### src/rtl/power_bank_if.sv
// power_bank control/status bundle: mode-controller requests in, reservoir status out.
interface power_bank_if #(
  parameter int WIDTH    = 8,
  parameter int CHANNELS = 4
);
  logic                  en;
  logic                  mode;
  logic [2*CHANNELS-1:0] setting;
  logic [1:0]            charge_rate;
  logic [WIDTH-1:0]      level;
  logic [CHANNELS-1:0]   grant;
  logic                  warn;
  logic                  full;
  logic                  locked;

  modport master (
    output en, mode, setting, charge_rate,
    input  level, grant, warn, full, locked
  );

  modport slave (
    input  en, mode, setting, charge_rate,
    output level, grant, warn, full, locked
  );
endinterface

### src/rtl/power_bank.sv
// Saturating energy reservoir with greedy priority load service, brown-out lockout and warn hysteresis.
// One-cycle update latency; no backpressure, en=0 freezes state and clears grant.
module power_bank #(
  parameter int WIDTH        = 8,
  parameter int CHANNELS     = 4,
  parameter int MAX_LEVEL    = 179,
  parameter int INIT_LEVEL   = 0,
  parameter int WARN_LEVEL   = 45,
  parameter int WARN_HYST    = 5,
  parameter int RESUME_LEVEL = 60,
  parameter int CHARGE_STEP  = 1
) (
  input  logic          clk,
  input  logic          rst,
  power_bank_if.slave   bus
);

  localparam int SUMW = WIDTH + 3;
  localparam logic [WIDTH-1:0] MAX_L    = WIDTH'(MAX_LEVEL);
  localparam logic [WIDTH-1:0] INIT_L   = WIDTH'(INIT_LEVEL);
  localparam logic [WIDTH-1:0] WARN_L   = WIDTH'(WARN_LEVEL);
  localparam logic [WIDTH-1:0] RESUME_L = WIDTH'(RESUME_LEVEL);
  localparam logic [SUMW-1:0]  MAX_W    = SUMW'(MAX_LEVEL);
  localparam logic [SUMW-1:0]  CLEAR_W  = SUMW'(WARN_LEVEL + WARN_HYST);
  localparam logic [SUMW-1:0]  STEP_W   = SUMW'(CHARGE_STEP);

  typedef enum logic {NORMAL, LOCKOUT} state_t;

  state_t                stateQ, stateNext;
  logic [WIDTH-1:0]      levelQ, levelNext;
  logic [CHANNELS-1:0]   grantQ, grantNext;
  logic                  warnQ, warnNext;
  logic [SUMW-1:0]       chargeSum;
  logic [WIDTH-1:0]      rem;
  logic [1:0]            cost;
  logic                  refused;

  always_ff @(posedge clk or negedge rst) begin
    if (!rst) begin
      levelQ <= INIT_L;
      stateQ <= (INIT_LEVEL < RESUME_LEVEL) ? LOCKOUT : NORMAL;
      grantQ <= '0;
      warnQ  <= (INIT_LEVEL < WARN_LEVEL);
    end else begin
      levelQ <= levelNext;
      stateQ <= stateNext;
      grantQ <= grantNext;
      warnQ  <= warnNext;
    end
  end

  always_comb begin
    levelNext = levelQ;
    stateNext = stateQ;
    grantNext = '0;
    warnNext  = warnQ;
    chargeSum = '0;
    rem       = levelQ;
    cost      = '0;
    refused   = 1'b0;

    if (bus.en) begin
      if (!bus.mode) begin
        // Widened sum so a full-rate charge near the ceiling cannot wrap before clamping.
        chargeSum = SUMW'(levelQ) + SUMW'(bus.charge_rate) * STEP_W;
        levelNext = (chargeSum > MAX_W) ? MAX_L : chargeSum[WIDTH-1:0];
      end else if (stateQ == NORMAL) begin
        for (int i = 0; i < CHANNELS; i++) begin
          cost = bus.setting[2*i +: 2];
          if (cost != 2'd0) begin
            if (WIDTH'(cost) <= rem) begin
              grantNext[i] = 1'b1;
              rem          = rem - WIDTH'(cost);
            end else begin
              refused = 1'b1;
            end
          end
        end
        levelNext = rem;
        if (rem == '0 || refused) stateNext = LOCKOUT;
      end

      // Exit is judged on the post-update level, so a recharge edge can unlock directly.
      if (stateQ == LOCKOUT && levelNext >= RESUME_L) stateNext = NORMAL;

      if (levelNext < WARN_L)                warnNext = 1'b1;
      else if (SUMW'(levelNext) >= CLEAR_W)  warnNext = 1'b0;
    end
  end

  assign bus.level  = levelQ;
  assign bus.grant  = grantQ;
  assign bus.warn   = warnQ;
  assign bus.full   = (levelQ == MAX_L);
  assign bus.locked = (stateQ == LOCKOUT);

endmodule

### src/flat_wrapper.sv
// flat-port wrapper written by rule: the top's interface ports become plain ports
module power_bank_flat 
#(
  parameter int WIDTH        = 8,
  parameter int CHANNELS     = 4,
  parameter int MAX_LEVEL    = 179,
  parameter int INIT_LEVEL   = 0,
  parameter int WARN_LEVEL   = 45,
  parameter int WARN_HYST    = 5,
  parameter int RESUME_LEVEL = 60,
  parameter int CHARGE_STEP  = 1
)
  (clk, rst, bus_en, bus_mode, bus_setting, bus_charge_rate, bus_level, bus_grant, bus_warn, bus_full, bus_locked);
  power_bank_if #(.WIDTH(WIDTH), .CHANNELS(CHANNELS)) bus_i ();
  input  logic clk;
  input  logic rst;
  input wire logic [$bits(bus_i.en)-1:0] bus_en;
  input wire logic [$bits(bus_i.mode)-1:0] bus_mode;
  input wire logic [$bits(bus_i.setting)-1:0] bus_setting;
  input wire logic [$bits(bus_i.charge_rate)-1:0] bus_charge_rate;
  output wire logic [$bits(bus_i.level)-1:0] bus_level;
  output wire logic [$bits(bus_i.grant)-1:0] bus_grant;
  output wire logic [$bits(bus_i.warn)-1:0] bus_warn;
  output wire logic [$bits(bus_i.full)-1:0] bus_full;
  output wire logic [$bits(bus_i.locked)-1:0] bus_locked;
  assign bus_i.en = bus_en;
  assign bus_i.mode = bus_mode;
  assign bus_i.setting = bus_setting;
  assign bus_i.charge_rate = bus_charge_rate;
  assign bus_level = bus_i.level;
  assign bus_grant = bus_i.grant;
  assign bus_warn = bus_i.warn;
  assign bus_full = bus_i.full;
  assign bus_locked = bus_i.locked;
  power_bank #(.WIDTH(WIDTH), .CHANNELS(CHANNELS), .MAX_LEVEL(MAX_LEVEL), .INIT_LEVEL(INIT_LEVEL), .WARN_LEVEL(WARN_LEVEL), .WARN_HYST(WARN_HYST), .RESUME_LEVEL(RESUME_LEVEL), .CHARGE_STEP(CHARGE_STEP)) u_core (.clk(clk), .rst(rst), .bus(bus_i));
endmodule
### config.mk
export PLATFORM = sky130hd
export DESIGN_NAME = power_bank_flat
export DESIGN_NICKNAME = d
export VERILOG_FILES = /design/src/rtl/power_bank_if.sv /design/src/rtl/power_bank.sv /design/src/flat_wrapper.sv
export SDC_FILE = /design/constraint.sdc
export NUM_CORES = 1
export LEC_CHECK = 0
export CAP_MARGIN = 20
export CORE_MARGIN = 1.5
export CORE_UTILIZATION = 50
export DETAILED_ROUTE_END_ITERATION = 10
export PLACE_DENSITY = 0.73
export SETUP_SLACK_MARGIN = 0.2
export SYNTH_ARGS = -nofsm -noshare
export SYNTH_HDL_FRONTEND = slang
export SYNTH_SLANG_ARGS = --single-unit
### constraint.sdc
create_clock -name clk -period 14.33 [get_ports clk]
set_input_delay 2.1495 -clock clk [delete_from_list [all_inputs] [get_ports clk]]
set_output_delay 2.1495 -clock clk [all_outputs]
set_load 0.02 [all_outputs]
==> results.py, run 1 <==
# Generated from Yosys and OpenROAD reports
metrics = {
    "synth": {
        "syn-mean-instance-area_sq_um": 7.488,
        "mux_area_share_pct": 7.620,
        "simple_gate_area_share_pct": 29.74,
        "ys_seq_share_pct": 14.82,
        "ys_sh_adder_pct": 9.459,
        "topCombFamilyByArea": "AND-OR/OR-AND gates",
        "async_flop_share_pct": 100.0,
        "synth_flop_count": 14,
        "synth-edff-count": 0,
        "synth_warnings": 0,
        "ys_chip_area_sq_mm": 0.002381,
        "synthAoiAreaFrac_pct": 30.27,
    },
    "detailed_routing": {
        "drt_iter0_markers": 241,
        "routed_wirelength_um": 6711,
        "dr_wl_met3_um": 490,
        "postRouteAntennaNets": 0,
        "drc": 0,
        "drt-met1-wl_um": 2998,
        "dr.pass1.iters": 5,
    },
    "clock_tree": {
        "cts_tree": "built",
        "ctsHoldBuffers": 0,
        "numCtsBuffers": 3,
        "post_cts_buffers": 0,
        "post_cts_resize_count": 0,
        "cts_sinks": 14,
    },
    "worst_setup_path": {
        "cp.arrival_ns": 10.00,
        "crit_buf_inv": 3,
        "slowest_delay_ns": 0.63,
        "required_ns": 14.50,
        "slowest_stage": "nor4_1",
        "critPathLaunchType": "primary input",
        "crit_fanout": 6,
        "path_delay_family": "simple AND/OR/NAND/NOR gates",
    },
    "final_timing": {
        "setup_ws_ns": 4.503,
        "timing.hold.ws_ns": 0.5303,
        "finalHoldViolCount": 0,
        "timing.setup.tns_ns": 0,
        "final-setup-viol-count": 0,
        "post-route-min-period_ns": 9.827,
        "maxSlewViolCount": 0,
    },
    "place": {
        "dp_cells": 387,
        "place_area_sq_mm": 0.002684,
        "io_buffers": 28,
        "place_congestion": 0.9056,
    },
    "layout": {
        "buf_share_pct": 10.27,
        "nClkBuffers": 4,
        "design_area_sq_mm": 0.002729,
        "flop_area_sq_um": 352.8,
        "flops": 14,
        "final_cell_mix": "nand2_1 (28), clkdlybuf4s50_1 (28), nor2_1 (24)",
        "biggestCellCategory": "multi-input combinational cells",
        "fin_cells": 391,
        "comb_share_pct": 70.15,
        "comb_area_sq_mm": 0.001914,
        "fill_cells": 416,
        "seq_share_pct": 12.93,
    },
    "outcome": {
        "status": "complete, no violations",
    },
    "global_routing": {
        "grt_pass1_vias": 2366,
        "gr-usage-all-layers_pct": 26.70,
        "globalRouteMet1Util_pct": 38.91,
        "overflow": 0,
        "grt_pass1_wl_um": 11330,
        "globalRouteMet2Util_pct": 43.31,
    },
    "floorplanning": {
        "rows": 24,
        "chipArea_sq_mm": 0.005185,
        "die_w_um": 72.01,
        "fp_util_pct": 53.22,
    },
    "job": {
        "cap_violations": 0,
        "warnings": 26,
    },
}
[run 1: flip-flops by register name, indices dropped and copies added, names as in the netlist]
signal	flops
u_core.bus.grant	4
u_core.bus.level	8
u_core.bus.warn	1
u_core.bus.locked	1
[run 1: worst paths after layout]
| path | cells after the start | slack, ns | startpoint | end |
|---|---|---|---|---|
| setup / recovery | 29 | 4.50 | bus_setting[0] | u_core.bus.locked |
| hold / removal | 2 | 0.53 | u_core.bus.locked | u_core.bus.locked |
| setup reg to reg | 29 | 6.34 | u_core.bus.level[0] | u_core.bus.locked |
| hold reg to reg | 2 | 0.53 | u_core.bus.locked | u_core.bus.locked |
| max in group asynchronous | 1 | 11.61 | rst | u_core.bus.grant[0] |
| min in group asynchronous | 1 | 2.31 | rst | u_core.bus.level[4] |
[run 1: Yosys cell counts, drive strengths merged (3+ instances only)]
cell type | instances | area share [%]
nor4b | 3 | 1.7
and2 | 5 | 1.3
nor2 | 24 | 3.8
nor4 | 6 | 1.8
or2 | 6 | 1.6
a21oi | 20 | 4.8
and3 | 5 | 1.3
mux2 | 9 | 4.3
xor2 | 3 | 1.1
or4 | 5 | 1.7
clkbuf | 9 | 1.4
nor3 | 8 | 1.7
nand2 | 28 | 4.4
inv | 19 | 3.0
nand2b | 3 | 0.79
o211ai | 4 | 1.3
nor2b | 9 | 2.4
mux2i | 8 | 3.4
ha | 10 | 5.3
o2111ai | 3 | 1.1
a21o | 3 | 0.95
nand3 | 16 | 3.4
o31ai | 7 | 2.4
o22ai | 9 | 2.4
nor3b | 4 | 1.3
dfrtp | 12 | 13
fa | 5 | 4.2
xnor2 | 6 | 2.2
o21ai | 28 | 6.0
==> run_1/pdn.png <==
The bar under the picture is 20 um long. Pins as bars on the die edge.
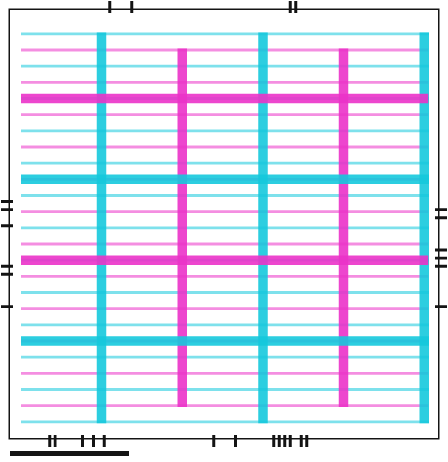
magenta -> VDD
cyan -> VSS
signal pins = 29
met1 rails = 25
rows = 24
met5 straps = 4

==> run_1/cell_classes.png <==
The bar under the picture is 20 um long.
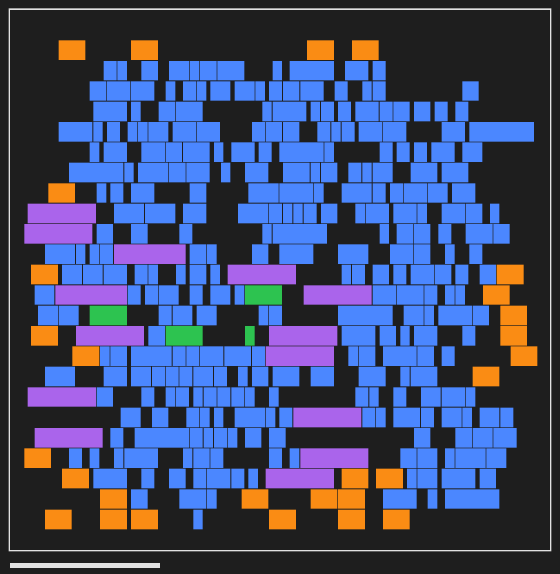
green -> clock drivers and dummy loads  # cells 4, share of their area 1.7%
orange -> other buffers and delay cells  # cells 28, share of their area 11%
purple -> flip-flops  # cells 14, share of their area 13%
blue -> all other logic  # cells 293, share of their area 75%

==> run_1/clock_map.png <==
The bar under the picture is 20 um long.
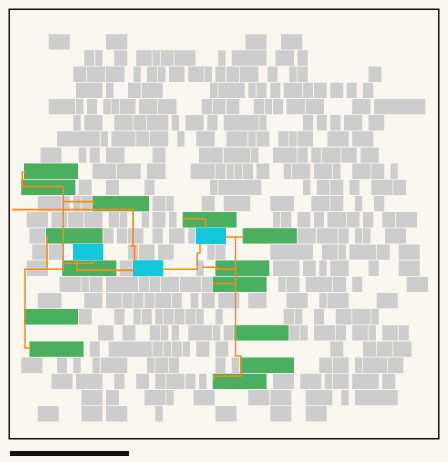
cyan -> cells driving clock nets  # count 3
orange -> clock wires  # length 175 um
green -> flip-flops  # count 14
routed clock nets = 4

==> run_1/metal_stack.png <==
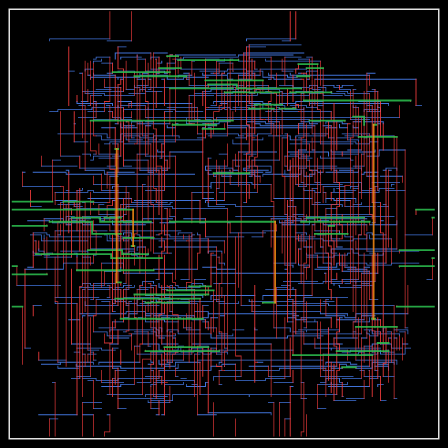
orange -> met4  # wire length 74.8 um
blue -> met1  # wire length 3000 um
green -> met3  # wire length 490 um
red -> met2  # wire length 3150 um

## Run 2: what changed since run 1
Settings changed: PLACE_DENSITY 0.73 to 0.76.
Clock period 14.33 ns to 8.25 ns, I/O delays scaled along.
==> run_2/clock_map.png <==
The bar under the picture is 20 um long.
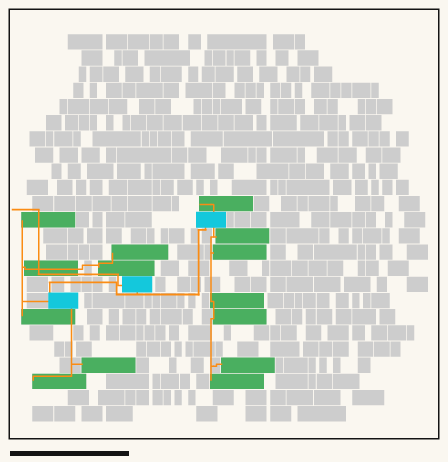
green -> flip-flops  # count 14
cyan -> cells driving clock nets  # count 3
orange -> clock wires  # length 180 um
routed clock nets = 4

==> results.py, run 2 <==
# Generated from Yosys and OpenROAD reports
metrics = {
    "outcome": {
        "status": "complete, no violations",
    },
    "synth": {
        "ys_seq_share_pct": 14.82,
        "syn_inst": 318,
        "synth-edff-count": 0,
        "top_cell_area_share_pct": 12.61,
        "async_flop_share_pct": 100.0,
        "synth_flop_count": 14,
        "synth_warnings": 0,
        "area_leaders": "dfrtp_1 (13%), ha_1 (5.3%), o21ai_0 (4.8%)",
        "yosysTopAreaCell": "dfrtp_1",
        "ys_chip_area_sq_mm": 0.002381,
        "top_cell": "nand2_1",
        "syn-mean-instance-area_sq_um": 7.488,
        "top_cells_by_count": "nand2_1 (28), nor2_1 (24), o21ai_0 (23), inv_1 (19), a21oi_1 (18)",
    },
    "worst_setup_path": {
        "worstReg2RegEnd": "u_core.bus.locked",
        "rr_worst_depth": 34,
        "crit_end": "u_core.bus.locked",
        "slowest_delay_ns": 0.53,
        "critPathLaunchType": "primary input",
        "slowest_stage": "or3_1",
        "crit_fanout": 6,
        "crit_start": "bus_setting[0]",
        "required_ns": 8.43,
        "r2r_start": "u_core.bus.level[0]",
        "cp.arrival_ns": 7.94,
        "ff2ff_setup_slack_ns": 1.05,
    },
    "job": {
        "warnings": 26,
        "cap_violations": 0,
    },
    "clock_tree": {
        "cts_sinks": 14,
        "numCtsBuffers": 3,
        "post_cts_resize_count": 10,
        "root_buffer": "clkbuf_8",
        "post_cts_buffers": 9,
        "cts_tree": "built",
        "path_clk_slew_ns": 0.05,
    },
    "final_timing": {
        "timing.setup.tns_ns": 0,
        "post-route-min-period_ns": 7.768,
        "relSlewSlack_pct": 49.38,
        "final-setup-viol-count": 0,
        "maxSlewViolCount": 0,
        "setup_ws_ns": 0.4823,
        "fin_crit_sh_pct": 94.15,
        "finalHoldViolCount": 0,
    },
    "worst_hold_path": {
        "whs_path_depth": 2,
        "holdPathEnd": "u_core.bus.locked",
    },
    "floorplanning": {
        "rows": 24,
        "coreArea_sq_mm": 0.004474,
        "fp_util_pct": 53.22,
        "chipArea_sq_mm": 0.005185,
    },
    "detailed_routing": {
        "routed_wirelength_um": 8111,
        "drt_iter0_markers": 285,
        "drc": 0,
        "dr.pass1.iters": 5,
        "postRouteAntennaNets": 0,
    },
    "global_routing": {
        "grt_pass1_vias": 2601,
        "gr-usage-all-layers_pct": 29.83,
        "overflow": 0,
        "grt_pass1_wl_um": 12460,
    },
    "layout": {
        "final_cell_mix": "buf_4 (44), nand2_1 (27), clkdlybuf4s50_1 (26)",
    },
    "place": {
        "place_congestion": 0.9783,
        "place_area_sq_mm": 0.002917,
        "io_buffers": 28,
    },
}
==> run_2/pdn.png <==
The bar under the picture is 20 um long. Pins as bars on the die edge.
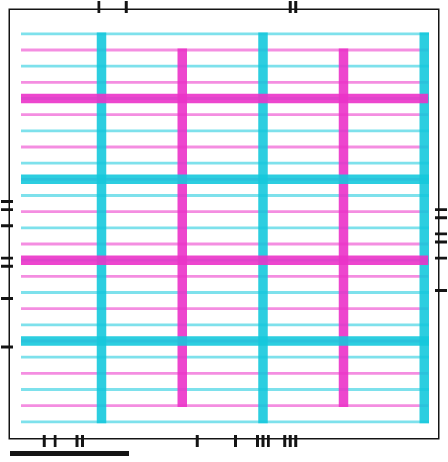
Die Y: 72.01 um
Die X: 72.01 um

-- run 2: cell counts after synthesis --
Identical to the previous run, type by type.
-- run 2: kinds of logic (layout without fill, tap and decap cells) --
group / Yosys count / count (layout) / synth area share, %
buffers and inverters: 30 / 95 / 4.782
DFF: 14 / 14 / 14.82
and+or+nand+nor: 130 / 130 / 29.74
xor gates and xnor gates: 9 / 9 / 3.311
adders and majority gates: 15 / 15 / 9.459
AOI/OAI and AO/OA: 103 / 103 / 30.27
muxes: 17 / 17 / 7.620
-- run 2: layer usage --
layer	track usage [%]	part of all wire, %
met1	41.91	42
met2	48.46	47
met3	4.444	8.7
met4	6.918	1.8
met5	0	0
-- run 2: worst max-delay path, delay by kind of cell --
| kind | cells | cell delay, ns |
|---|---|---|
| AND-OR/OR-AND | 8 | 1.75 |
| adder cells (fa/ha/maj) | 4 | 1.07 |
| buffers and inverters | 12 | 1.21 |
| multiplexers | 2 | 0.66 |
| AND/OR/NAND/NOR | 8 | 2.00 |
-- run 2: layout make-up --
| cell class | count | area, sq um |
|---|---|---|
| tap | 52 | 65.06 |
| inverter | 19 | 71.32 |
| sequential | 14 | 352.8 |
| timing repair buffer | 72 | 615.6 |
| multi-input combinational | 274 | 2067 |
| fill | 343 | 1257 |
| clock buffer | 4 | 45.04 |
-- run 2: per-stage QoR --
stage	instances	hold slack (ns)
after floorplan	318	0.5322
after global placement	418	0.5084
after detailed placement	418	0.5209
after CTS	431	0.5309
after global routing	435	0.5479
final	435	0.5320
## Run 3: what changed since run 2
Settings changed: SLEW_MARGIN from default to 25.
==> run_3/metal_stack.png <==
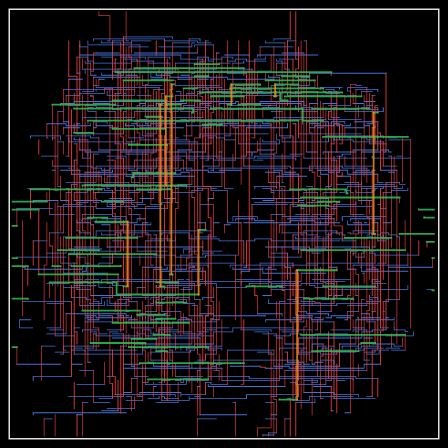
blue -> met1  # wire length 3410 um
green -> met3  # wire length 702 um
red -> met2  # wire length 3850 um
orange -> met4  # wire length 147 um

==> results.py, run 3 <==
# Generated from Yosys and OpenROAD reports
metrics = {
    "clock_tree": {
        "clock_latency_ns": 0.25,
        "path_clk_slew_ns": 0.05,
        "clock_path_buffers": 2,
        "post_cts_buffers": 9,
        "numCtsBuffers": 3,
        "post_cts_resize_count": 10,
        "ctsHoldBuffers": 0,
        "cts_tree": "built",
        "cts_sinks": 14,
        "root_buffer": "clkbuf_8",
        "htree_levels": 1,
    },
    "synth": {
        "synthAoiAreaFrac_pct": 30.27,
        "area_leaders": "dfrtp_1 (13%), ha_1 (5.3%), o21ai_0 (4.8%)",
        "ys_seq_share_pct": 14.82,
        "xor_share_pct": 3.311,
        "async_flop_share_pct": 100.0,
        "synth_warnings": 0,
        "topCombFamilyByArea": "AND-OR/OR-AND gates",
        "syn_area_sq_mm": 0.002381,
        "yosysUniqueCellTypes": 72,
        "ys_chip_area_sq_mm": 0.002381,
        "yosysTopAreaCell": "dfrtp_1",
        "top_cells_by_count": "nand2_1 (28), nor2_1 (24), o21ai_0 (23), inv_1 (19), a21oi_1 (18)",
        "top_cell": "nand2_1",
        "top_cell_area_share_pct": 12.61,
        "simple_gate_area_share_pct": 29.74,
        "synth_flop_count": 14,
        "ys_sh_adder_pct": 9.459,
        "syn-mean-instance-area_sq_um": 7.488,
        "syn_inst": 318,
        "synth_nets": 347,
        "yosysCellCount": 318,
        "synth-edff-count": 0,
        "yosys_most_used_dff": "dfrtp_1",
        "mux_area_share_pct": 7.620,
    },
    "final_timing": {
        "post-route-min-period_ns": 7.768,
        "finalHoldViolCount": 0,
        "fin_crit_sh_pct": 94.15,
        "worst_pin_slew_ns": 0.7547,
        "maxSlewViolCount": 0,
        "setup_ws_ns": 0.4823,
        "final-setup-viol-count": 0,
        "finClkSkew_ns": 0.001178,
        "rsz0062_at_grt": "false",
        "max_freq_mhz": 128.7,
        "relSlewSlack_pct": 49.38,
        "timing.hold.ws_ns": 0.5320,
        "timing.setup.tns_ns": 0,
    },
    "layout": {
        "utilization_pct": 71.90,
        "largest_reg_flops": 8,
        "area_growth_pct": 35.10,
        "fill_cells": 343,
        "layout_top_cell": "buf_4",
        "drive_gt1_share_pct": 24.80,
        "design_area_sq_mm": 0.003217,
        "fin_cells": 435,
        "final_cell_mix": "buf_4 (44), nand2_1 (27), clkdlybuf4s50_1 (26)",
        "antenna_cells": 0,
        "fin_nets": 413,
    },
    "worst_setup_path": {
        "slowest_delay_ns": 0.53,
        "cp.arrival_ns": 7.94,
        "slowest_stage": "or3_1",
        "end_kind": "register",
        "critPathLaunchType": "primary input",
        "crit_fanout": 6,
        "required_ns": 8.43,
        "crit_type": "primary input to register",
        "crit_top_cell": "buf_4",
    },
    "outcome": {
        "status": "complete, no violations",
    },
    "place": {
        "dp_cells": 418,
        "io_buffers": 28,
        "place_congestion": 0.9783,
        "place_area_sq_mm": 0.002917,
        "dpl.hpwl_um": 5735,
        "post-place-ws_ns": -0.2043,
    },
    "worst_hold_path": {
        "hp-class": "register to register",
    },
    "global_routing": {
        "grt_max_degree": 18,
        "grt_pass1_wl_um": 12460,
        "overflow": 0,
        "globalRouteMet1Util_pct": 41.91,
        "top_usage_layer": "met2",
        "grt_pass1_vias": 2601,
        "antenna_found_initial": 0,
        "gr-usage-all-layers_pct": 29.83,
        "gr-usage-met3_pct": 4.444,
        "globalRouteMet2Util_pct": 48.46,
    },
    "floorplanning": {
        "io_pins": 29,
        "die_y_um": 72.01,
        "rows": 24,
        "chipArea_sq_mm": 0.005185,
        "fp_util_pct": 53.22,
        "die_w_um": 72.01,
    },
    "detailed_routing": {
        "avgRoutedWirePerCell_um": 18.65,
        "postRouteAntennaNets": 0,
        "drc": 0,
        "drt_iter0_markers": 285,
        "routed_wirelength_um": 8111,
        "viasPerCell": 6.678,
        "dr.pass1.iters": 5,
        "vias": 2905,
    },
    "job": {
        "warnings": 26,
        "cap_violations": 0,
    },
}
==> run_3/pdn.png <==
The bar under the picture is 20 um long. Pins as bars on the die edge.
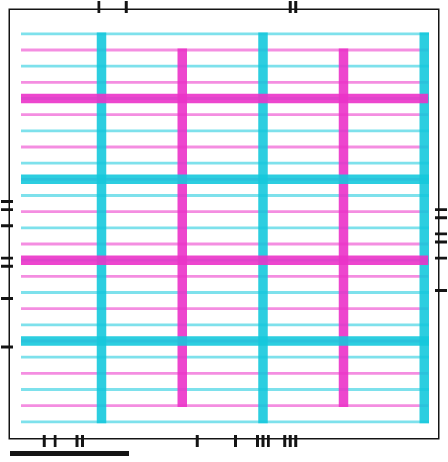
Core ar.: 0.004474 sq mm

run 3: cell counts after synthesis:
No cell type changed its count.
run 3: worst paths after layout:
kind	to	depth (start not counted)	slack, ns	from
setup / recovery	u_core.bus.locked	34	0.48	bus_setting[0]
hold reg to reg	u_core.bus.locked	2	0.53	u_core.bus.locked
max in group asynchronous	u_core.bus.grant[2]	1	6.46	rst
hold / removal	u_core.bus.locked	2	0.53	u_core.bus.locked
min in group asynchronous	u_core.bus.level[3]	1	1.38	rst
setup reg to reg	u_core.bus.locked	34	1.05	u_core.bus.level[0]
run 3: kinds of logic after synthesis:
logic type	Yosys count
and+or+nand+nor	130
AOI/OAI and AO/OA	103
muxes	17
DFF	14
buffers and inverters	30
adders and majority gates	15
xor gates and xnor gates	9
run 3: critical path, delay by kind of cell:
| family | cells | cell delay [ns] |
|---|---|---|
| AND-OR/OR-AND | 8 | 1.75 |
| adder cells (fa/ha/maj) | 4 | 1.07 |
| buffers and inverters | 12 | 1.21 |
| AND/OR/NAND/NOR | 8 | 2.00 |
| multiplexers | 2 | 0.66 |
run 3: layout make-up:
cell class | count | area, sq um | share of cell area, %
Timing Repair Buffer | 72 | 615.6 | 19.14
Tap cell | 52 | 65.06 | 2.023
Clock buffer | 4 | 45.04 | 1.400
Multi-Input combinational cell | 274 | 2067 | 64.25
Sequential cell | 14 | 352.8 | 10.97
Inverter | 19 | 71.32 | 2.217
run 3: metal layers:
layer  up-vias  routed length [um]
met5         -                   0
met1      1377                3413
met4         0                 146
met2       168                3848
li1       1342                   -
met3        18                 702

## Gallery

Congestion heat map.
panel A
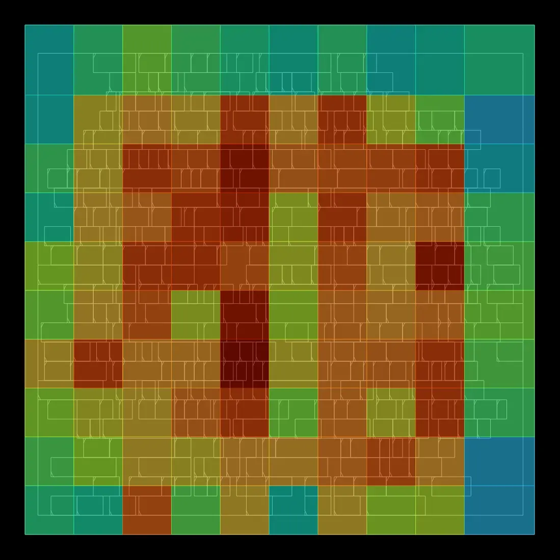
panel B
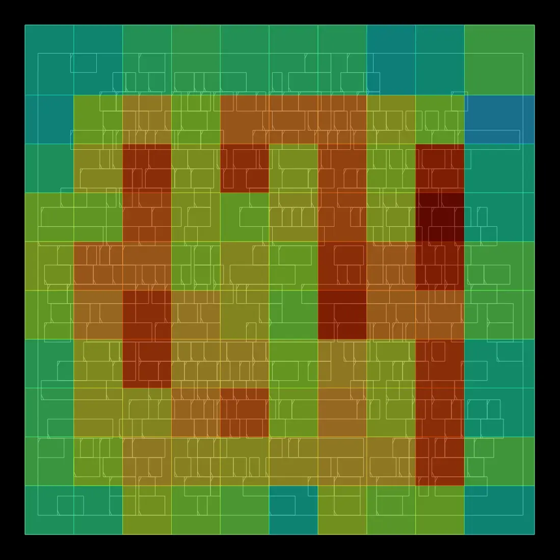
For run 3, see panel A.
For run 1, see panel B.

